### Sequential cells colored by netlist name, run 1

Scale: 6 px per um. Other sequential cells in the stronger gray, the rest of the logic in the fainter gray.
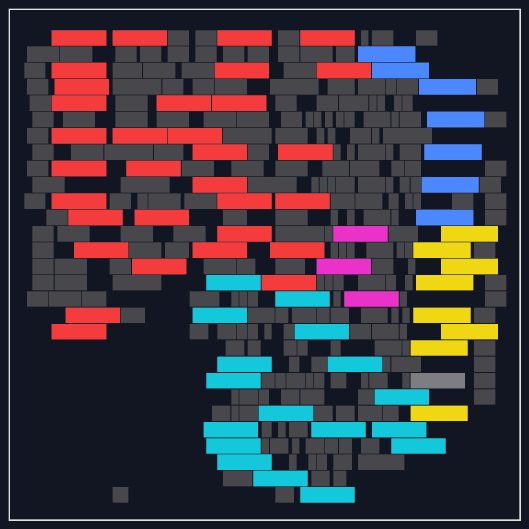
### Logic cells by family, run 1

Scale: 6 px per um.
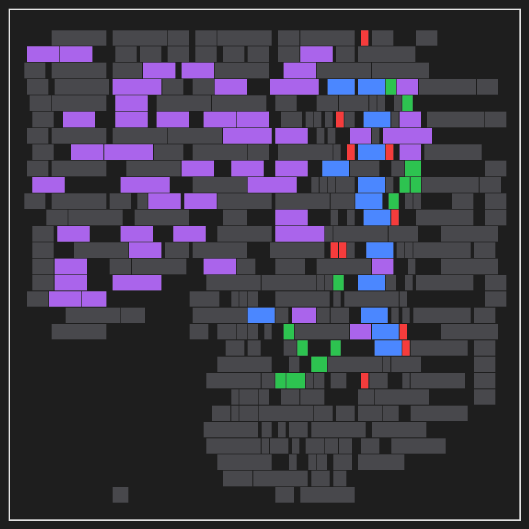
### Congestion heat map, run 1

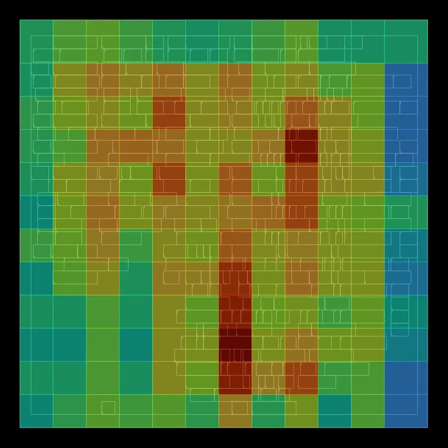
--- config.mk ---
export PLATFORM = sky130hd
export DESIGN_NAME = seg_scanner_flat
export DESIGN_NICKNAME = d
export VERILOG_FILES = /design/src/rtl/seg_scanner_pkg.sv /design/src/rtl/seg_scanner_if.sv /design/src/rtl/seg_scanner_hex7seg.sv /design/src/rtl/seg_scanner.sv /design/src/flat_wrapper.sv
export SDC_FILE = /design/constraint.sdc
export NUM_CORES = 1
export LEC_CHECK = 0
export ABC_AREA = 0
export CAP_MARGIN = 40
export CORE_MARGIN = 2
export CORE_UTILIZATION = 50
export DETAILED_ROUTE_END_ITERATION = 12
export GPL_TIMING_DRIVEN = 0
export PLACE_DENSITY = 0.87
export SYNTH_ARGS = -nofsm -noshare
export SYNTH_HDL_FRONTEND = slang
export SYNTH_HIERARCHICAL = 1
export SYNTH_SLANG_ARGS = --single-unit
--- constraint.sdc ---
create_clock -name clk_glb -period 3 [get_ports clk_glb]
set_input_delay 0.6 -clock clk_glb [delete_from_list [all_inputs] [get_ports clk_glb]]
set_output_delay 0.6 -clock clk_glb [all_outputs]
set_load 0.05 [all_outputs]
--- src/rtl/seg_scanner_pkg.sv ---
// ----------------------------------------------------------------------------
// seg_pkg
//   Shared constants for the 8-digit, common-anode 7-segment scanner.
//   All segment patterns are active-low, bit order {g,f,e,d,c,b,a}.
//   Contents:
//     NUM_DIGITS : number of scanned digits (8)
//     SEG_OFF    : all segments dark
//     AN_OFF     : all digit enables inactive
//     HEX_SEG    : 16-entry hex glyph table, entry n is the pattern for nibble n
// ----------------------------------------------------------------------------
package seg_pkg;

  localparam int NUM_DIGITS = 8;

  localparam logic [6:0] SEG_OFF = 7'h7F;
  localparam logic [7:0] AN_OFF  = 8'hFF;

  // Packed so that HEX_SEG[n] selects the glyph for nibble n (entry 0 is the
  // rightmost element of the concatenation).
  localparam logic [15:0][6:0] HEX_SEG = {
    7'h0E,  // F
    7'h06,  // E
    7'h21,  // d
    7'h46,  // C
    7'h03,  // b
    7'h08,  // A
    7'h10,  // 9
    7'h00,  // 8
    7'h78,  // 7
    7'h02,  // 6
    7'h12,  // 5
    7'h19,  // 4
    7'h30,  // 3
    7'h24,  // 2
    7'h79,  // 1
    7'h40   // 0
  };

endpackage

--- src/rtl/seg_scanner_if.sv ---
// ----------------------------------------------------------------------------
// seg_scanner_if
//   Bundle between the I/O unit / display pins and the scanner.
//   Signals:
//     d          [31:0] value to display, nibble i on digit i
//     an         [7:0]  digit enables, active-low
//     cn         [6:0]  segment drives, active-low {g,f,e,d,c,b,a}
//     frame_sync        one-cycle pulse when a new snapshot of d is taken
//   Modports:
//     master : the scanner (consumes d, drives the display outputs)
//     slave  : the surroundings (supplies d, observes the display outputs)
// ----------------------------------------------------------------------------
interface seg_scanner_if;

  logic [31:0] d;
  logic [7:0]  an;
  logic [6:0]  cn;
  logic        frame_sync;

  modport master (
    input  d,
    output an,
    output cn,
    output frame_sync
  );

  modport slave (
    output d,
    input  an,
    input  cn,
    input  frame_sync
  );

endinterface

--- src/rtl/seg_scanner_hex7seg.sv ---
// ----------------------------------------------------------------------------
// hex7seg
//   Purely combinational hex-to-7-segment decoder (active-low outputs).
//   Ports:
//     nib_i [3:0] : nibble to show
//     seg_o [6:0] : segment pattern {g,f,e,d,c,b,a}, 0 = segment lit
// ----------------------------------------------------------------------------
module hex7seg
  import seg_pkg::*;
(
  input  logic [3:0] nib_i,
  output logic [6:0] seg_o
);

  assign seg_o = HEX_SEG[nib_i];

endmodule

--- src/rtl/seg_scanner.sv ---
// ----------------------------------------------------------------------------
// seg_scanner
//   Time-multiplexed driver for an 8-digit common-anode 7-segment display.
//   Each digit gets a slot of DIV clk_glb cycles; eight slots form a frame.
//   The display value is snapshotted once per frame (at the end of digit 7's
//   slot) so a frame never mixes nibbles of two different values.
//   All display outputs are registered.
//
//   Parameters:
//     DIV       : cycles per digit slot, 2..2^20
//     BLANK_CYC : dark cycles at the start of every slot, < DIV
//   Ports:
//     clk_glb : system clock, rising edge
//     rstn    : asynchronous active-low reset
//     disp_if : seg_scanner_if.master (d in; an, cn, frame_sync out)
//   Build option:
//     SEG_SCANNER_LZB_EN : when defined, leading-zero digits (1..7) are
//                          kept dark; digit 0 is always lit.
// ----------------------------------------------------------------------------
module seg_scanner
  import seg_pkg::*;
#(
  parameter int DIV       = 100000,
  parameter int BLANK_CYC = 0
) (
  input  logic          clk_glb,
  input  logic          rstn,
  seg_scanner_if.master disp_if
);

  localparam int CNT_W = $clog2(DIV);

  logic [CNT_W-1:0] cnt_q, cnt_d;
  logic [2:0]       idx_q, idx_d;
  logic [31:0]      frame_q, frame_d;
  logic             fs_q, fs_d;
  logic [7:0]       an_q, an_d;
  logic [6:0]       cn_q, cn_d;

  logic             tick;
  logic             slot_blank;
  logic             lz_dark;
  logic [6:0]       seg_w;
  logic [3:0]       nib [NUM_DIGITS];

  assign tick = (cnt_q == CNT_W'(DIV - 1));

  for (genvar gi = 0; gi < NUM_DIGITS; gi++) begin : g_nib
    assign nib[gi] = frame_q[4*gi +: 4];
  end

  hex7seg u_hex7seg (
    .nib_i (nib[idx_q]),
    .seg_o (seg_w)
  );

  // With no blanking configured the compare would be constant, so it is
  // only elaborated when there is something to blank.
  if (BLANK_CYC > 0) begin : g_blank
    assign slot_blank = (cnt_q < CNT_W'(BLANK_CYC));
  end else begin : g_noblank
    assign slot_blank = 1'b0;
  end

`ifdef SEG_SCANNER_LZB_EN
  // upper_zero[i]: every nibble from digit i upward is zero.
  logic [NUM_DIGITS-1:0] upper_zero;
  for (genvar gi = 0; gi < NUM_DIGITS; gi++) begin : g_lz
    assign upper_zero[gi] = ~|frame_q[31:4*gi];
  end
  assign lz_dark = (idx_q != 3'd0) && upper_zero[idx_q];
`else
  assign lz_dark = 1'b0;
`endif

  always_comb begin
    cnt_d   = cnt_q + 1'b1;
    idx_d   = idx_q;
    frame_d = frame_q;
    fs_d    = 1'b0;
    an_d    = AN_OFF;
    cn_d    = SEG_OFF;

    if (tick) begin
      cnt_d = '0;
      idx_d = idx_q + 3'd1;        // 7 wraps to 0 naturally
      if (idx_q == 3'd7) begin
        frame_d = disp_if.d;       // new frame starts with a fresh snapshot
        fs_d    = 1'b1;
      end
    end

    // Outputs reflect the pre-edge idx/cnt/frame, hence one cycle of latency.
    if (!(slot_blank || lz_dark)) begin
      an_d = ~(8'b1 << idx_q);
      cn_d = seg_w;
    end
  end

  always_ff @(posedge clk_glb or negedge rstn) begin
    if (!rstn) begin
      cnt_q   <= '0;
      idx_q   <= '0;
      frame_q <= '0;
      fs_q    <= 1'b0;
      an_q    <= AN_OFF;
      cn_q    <= SEG_OFF;
    end else begin
      cnt_q   <= cnt_d;
      idx_q   <= idx_d;
      frame_q <= frame_d;
      fs_q    <= fs_d;
      an_q    <= an_d;
      cn_q    <= cn_d;
    end
  end

  assign disp_if.an         = an_q;
  assign disp_if.cn         = cn_q;
  assign disp_if.frame_sync = fs_q;

endmodule

--- src/flat_wrapper.sv ---
// flat-port wrapper written by rule: the top's interface ports become plain ports
module seg_scanner_flat import seg_pkg::*;
#(
  parameter int DIV       = 100000,
  parameter int BLANK_CYC = 0
)
  (clk_glb, rstn, disp_if_d, disp_if_an, disp_if_cn, disp_if_frame_sync);
  seg_scanner_if disp_if_i ();
  input  logic clk_glb;
  input  logic rstn;
  input wire logic [$bits(disp_if_i.d)-1:0] disp_if_d;
  output wire logic [$bits(disp_if_i.an)-1:0] disp_if_an;
  output wire logic [$bits(disp_if_i.cn)-1:0] disp_if_cn;
  output wire logic [$bits(disp_if_i.frame_sync)-1:0] disp_if_frame_sync;
  assign disp_if_i.d = disp_if_d;
  assign disp_if_an = disp_if_i.an;
  assign disp_if_cn = disp_if_i.cn;
  assign disp_if_frame_sync = disp_if_i.frame_sync;
  seg_scanner #(.DIV(DIV), .BLANK_CYC(BLANK_CYC)) u_core (.clk_glb(clk_glb), .rstn(rstn), .disp_if(disp_if_i));
endmodule
==> results.txt, run 1 <==
Results of the implementation run.

The path category of the worst min-delay check is in -> async. The setup path with the least slack is of type reg -> reg. The layout overhead on the synthesized area is 23.3%.

The pre-CTS setup check shows a worst slack of 0.250 ns. The clock-pin slew on the worst setup and hold paths is 0.08 ns. TritonCTS created 9 clock buffers. The clock network consumes a total of 0.661 mW. Across the VDD grid, the largest voltage drop is 0.000325 V.

In this run the core area contains 29 standard-cell rows. STA puts the critical path data required time at 3.26 ns. The deepest clock path buffer count is 2. The cell at the root of the clock tree is sky130_fd_sc_hd__clkbuf_8. The area of the multi-input gates is 1450 um2. The first-iteration detailed-routing DRC count is 97. The count of flip-flops with a built-in enable after synthesis is 0. The flow ran to the end, and the final reports show no timing, DRC or antenna violations. The net count of the mapped netlist is 289. The number of diodes is 0. The most common cell in the netlist is sky130_fd_sc_hd__dfrtp_1. In this run, post-CTS repair resized a total of 0 instances.

By count the netlist is led by sky130_fd_sc_hd__dfrtp_1 (53), sky130_fd_sc_hd__mux2_4 (30), sky130_fd_sc_hd__nand2_1 (26). The number of distinct library cells after synthesis is 40. For the worst flop-to-flop path, the logic depth is 8.

The cell-internal power came out at 1.36 mW. Hold is met by 0.353 ns. The pin slew with the least headroom to its limit came out at 0.828 ns. Total power normalized to cell area comes to 450 nW/um2. The placed instances occupy a cell area of 3860 um2.

The combinational fraction of design power is 10.4%. The ratio of final minimum period to clock period is 90.6%. The flop-to-flop setup slack is 0.28 ns. The number of warnings the tools reported came out at 36.

The sum of routed wire length over all layers is 5690 um. The final worst-path setup slack is 0.281 ns. The post-synthesis average cell area came out at 13.6 um2. Yosys shows that the main logic family after synthesis is multiplexers. Synthesis produced 241 cells. The post-synthesis xor/xnor area fraction is 3.48%.

The final global-route overflow total came out at 0. After synthesis, the chip area reported by Yosys is 3270 um2. Derived from the worst setup path, the maximum achievable clock frequency is 368 MHz. Of all power groups, the one with the highest power is registers. Per the gpl log, the routability congestion estimate is 0.841. Of the post-synthesis cell area, the part taken by muxes is 22.5%. The total placed cells including tap cells is 367. The filler cells instantiated in the layout total 456.

The first global-routing pass estimated 9720 um of wire.
Notes on 'Sequential cells colored by netlist name' above:
netlist name	color	flops
u_core/idx_q	magenta	3
u_core/disp_if.an	yellow	8
u_core/frame_q	red	32
u_core/disp_if.cn	blue	7
u_core/cnt_q	cyan	17

Notes on 'Logic cells by family' above:
family	color	cells
adder and majority cells	blue	14
multiplexers	purple	47
inverters	red	10
inverting AOI/OAI gates	green	13
dominant logic cell type in the layout: sky130_fd_sc_hd__dfrtp_1
Final Instance Count excl. Fillers: 383
multi-input combinational area share: 35.9%

Notes on 'Congestion heat map' above:
global router's overall resource usage: 17.7%
Core Util, Final: 63.5%
met2 usage in global routing: 27.6%
busiest layer in global routing: met2

-- run 1: layer usage --
metal / vias to the layer above / global-route usage (%) / part of all wire, %
met5: - / 0 / 0
met4: 0 / 9.09 / 1.8
met3: 8 / 4.77 / 3.3
met2: 47 / 27.6 / 48
met1: 998 / 23.0 / 46
li1: 961 / - / -
-- run 1: area by class of cell --
type | count | share of cell area, %
Multi-Input combinational cell | 154 | 35.9
Inverter | 10 | 0.931
Tap cell | 77 | 2.39
Clock buffer | 9 | 3.07
Buffer | 9 | 1.61
Clock inverter | 7 | 1.30
Timing Repair Buffer | 49 | 12.1
Sequential cell | 68 | 42.7
-- run 1: worst max-delay path, stage by stage (launching register included) --
cell and delay [ns]:
sky130_fd_sc_hd__dfrtp_1 0.38, sky130_fd_sc_hd__clkbuf_1 0.56, sky130_fd_sc_hd__mux4_2 0.61, sky130_fd_sc_hd__nand2_1 0.09
sky130_fd_sc_hd__nand2_1 0.17, sky130_fd_sc_hd__inv_1 0.19, sky130_fd_sc_hd__ha_1 0.15, sky130_fd_sc_hd__inv_1 0.05
sky130_fd_sc_hd__mux4_2 0.44
-- run 1: metrics by stage --
| step | total power, mW | utilization, % |
|---|---|---|
| final | 1.82 | 63.5 |
| after global routing | 1.91 | 63.5 |
| after CTS | 1.84 | 63.5 |
| after detailed placement | 1.17 | 60.7 |
| after global placement | 1.17 | 60.8 |
| after floorplan | 1.08 | - |
-- run 1: registers in the layout, summed over array words and instances, names as in the netlist --
| signal | flops |
|---|---|
| u_core/disp_if.cn | 7 |
| u_core/disp_if.frame_sync | 1 |
| u_core/cnt_q | 17 |
| u_core/disp_if.an | 8 |
| u_core/frame_q | 32 |
| u_core/idx_q | 3 |
==> run 1 -> run 2 <==
Settings changed: PLACE_DENSITY 0.87 to 0.79.
==> results.txt, run 2 <==
Results of the implementation run.

Looking at the setup timing report, the critical path kind is reg -> reg. The clock network power is 0.671 mW (+2%). The number of filler cells placed in the layout was 483 (+5.9%).

The flip-flop count of the largest register after layout came to 32 (unchanged). The met3 routed wirelength is 213 um (+14%). The post-placement cell area is 3860 um2 (unchanged).

The clock network contribution to total cell area was 4.37% (about the same). The count of instances resized after the clock tree is built is 0 (unchanged). The power density of the placed cells is 453 nW/um2 (+0.62%).

The number of buffers outside the clock class in the layout is 58 (unchanged). The most common cell in the netlist is sky130_fd_sc_hd__dfrtp_1. The number of warnings the tools reported came out at 36 (unchanged).

The deepest clock path buffer count is 2 (unchanged). In the synthesized netlist, the cells that appear most often are sky130_fd_sc_hd__dfrtp_1 (53), sky130_fd_sc_hd__mux2_4 (30), sky130_fd_sc_hd__nand2_1 (26). The fraction of area in non-clock buffers came out at 13.7% (unchanged). The top register by number of flip-flops is u_core/frame_q. The area fraction in mux cells is 22.5% (unchanged). The number of distinct library cells after synthesis is 40 (unchanged).

The layout overhead on the synthesized area is 23.3% (unchanged). On the critical path, the stage with the largest delay is an instance of sky130_fd_sc_hd__mux4_2. The pin slew with the least headroom to its limit came to 0.834 ns (+0.00527 ns). The wire length of the first global-routing pass came out at 9690 um (-0.22%). Among all cell classes, the greatest summed area belongs to flip-flops and latches. The worst slack at placement was 0.261 ns (+0.0105 ns).

The flow ran to the end, and the final reports show no timing, DRC or antenna violations. The peak supply drop came out at 0.000303 V (-6.9%). Among logic cells in the layout, the one with the most instances is sky130_fd_sc_hd__dfrtp_1. The combinational fraction of the cell area is 35.9% (unchanged). The number of logic inverters in the finished layout is 10 (unchanged).

The post-route total power came out at 1.83 mW (+0.62%). The final weighted congestion in routability-driven placement came to 0.831 (-1.3%). CTS placed an instance of sky130_fd_sc_hd__clkbuf_8 at the clock tree root. The layer flagged by global routing as most heavily used is met2.

The number of diodes is 0 (unchanged). The worst hold margin came out at 0.352 ns (-0.00106 ns). The multi-input gate count is 154 (unchanged).
-- run 2: cell count changes in the layout (fill, tap and decap cells not counted), sizes merged --
cell / delta
clkbuf: +1
clkinv: -2
clkinvlp: +1
-- run 2: worst max path at each step --
stage / from / to
5_1_grt: u_core/idx_q[0]$_DFFE_PN0N_ / u_core/disp_if.cn[3]$_DFF_PN1_
6_report: u_core/idx_q[0]$_DFFE_PN0N_ / u_core/disp_if.cn[3]$_DFF_PN1_
3_3_place_gp: rstn / u_core/frame_q[2]$_DFFE_PN0P_
4_1_cts: u_core/idx_q[0]$_DFFE_PN0N_ / u_core/disp_if.cn[3]$_DFF_PN1_
2_1_floorplan: u_core/idx_q[0]$_DFFE_PN0N_ / u_core/disp_if.cn[3]$_DFF_PN1_
3_5_place_dp: u_core/idx_q[0]$_DFFE_PN0N_ / u_core/disp_if.cn[3]$_DFF_PN1_
-- run 2: worst reg2reg max path: stages, from the launching register on --
cell                       delay [ns]
sky130_fd_sc_hd__dfrtp_1         0.38
sky130_fd_sc_hd__clkbuf_1        0.57
sky130_fd_sc_hd__mux4_2          0.62
sky130_fd_sc_hd__nand2_1         0.08
sky130_fd_sc_hd__nand2_1         0.16
sky130_fd_sc_hd__inv_1           0.18
sky130_fd_sc_hd__ha_1            0.15
sky130_fd_sc_hd__inv_1           0.05
sky130_fd_sc_hd__mux4_2          0.44
-- run 2: stage by stage --
| stage | utilization [%] | instances | setup TNS (ns) |
|---|---|---|---|
| after floorplan | - | 241 | 0 |
| after global routing | 63.5 | 383 | 0 |
| after global placement | 60.8 | 367 | -46.62 |
| final | 63.5 | 383 | 0 |
| after CTS | 63.5 | 383 | 0 |
| after detailed placement | 60.7 | 367 | 0 |
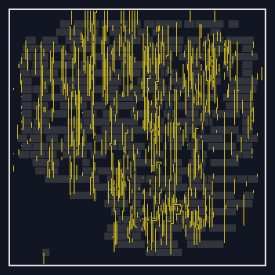
*M2 wires, run 2*
Scale: 3 px per um.
longest straight run	43.5 um
wire length on this layer	2,750 um
vias post-DR: 2,009
met2 usage in global routing: 26.7%
Total Wirelength: 5810 um

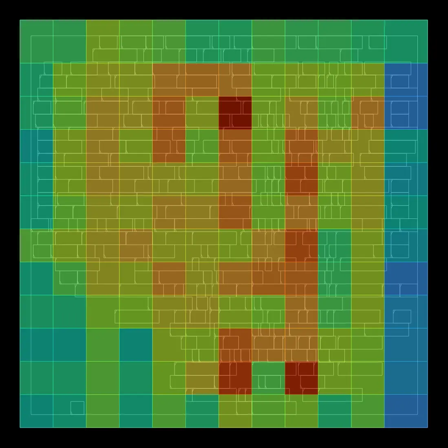
*Congestion heat map, run 2*
global router's overall resource usage: 17.8%
average wire per cell in the routed design: 15.2 um
met1 routing resource usage after global routing: 24.1%
global routing usage on met3: 4.18%

Power figures rest on the tool's default switching activity, not on a simulated workload.
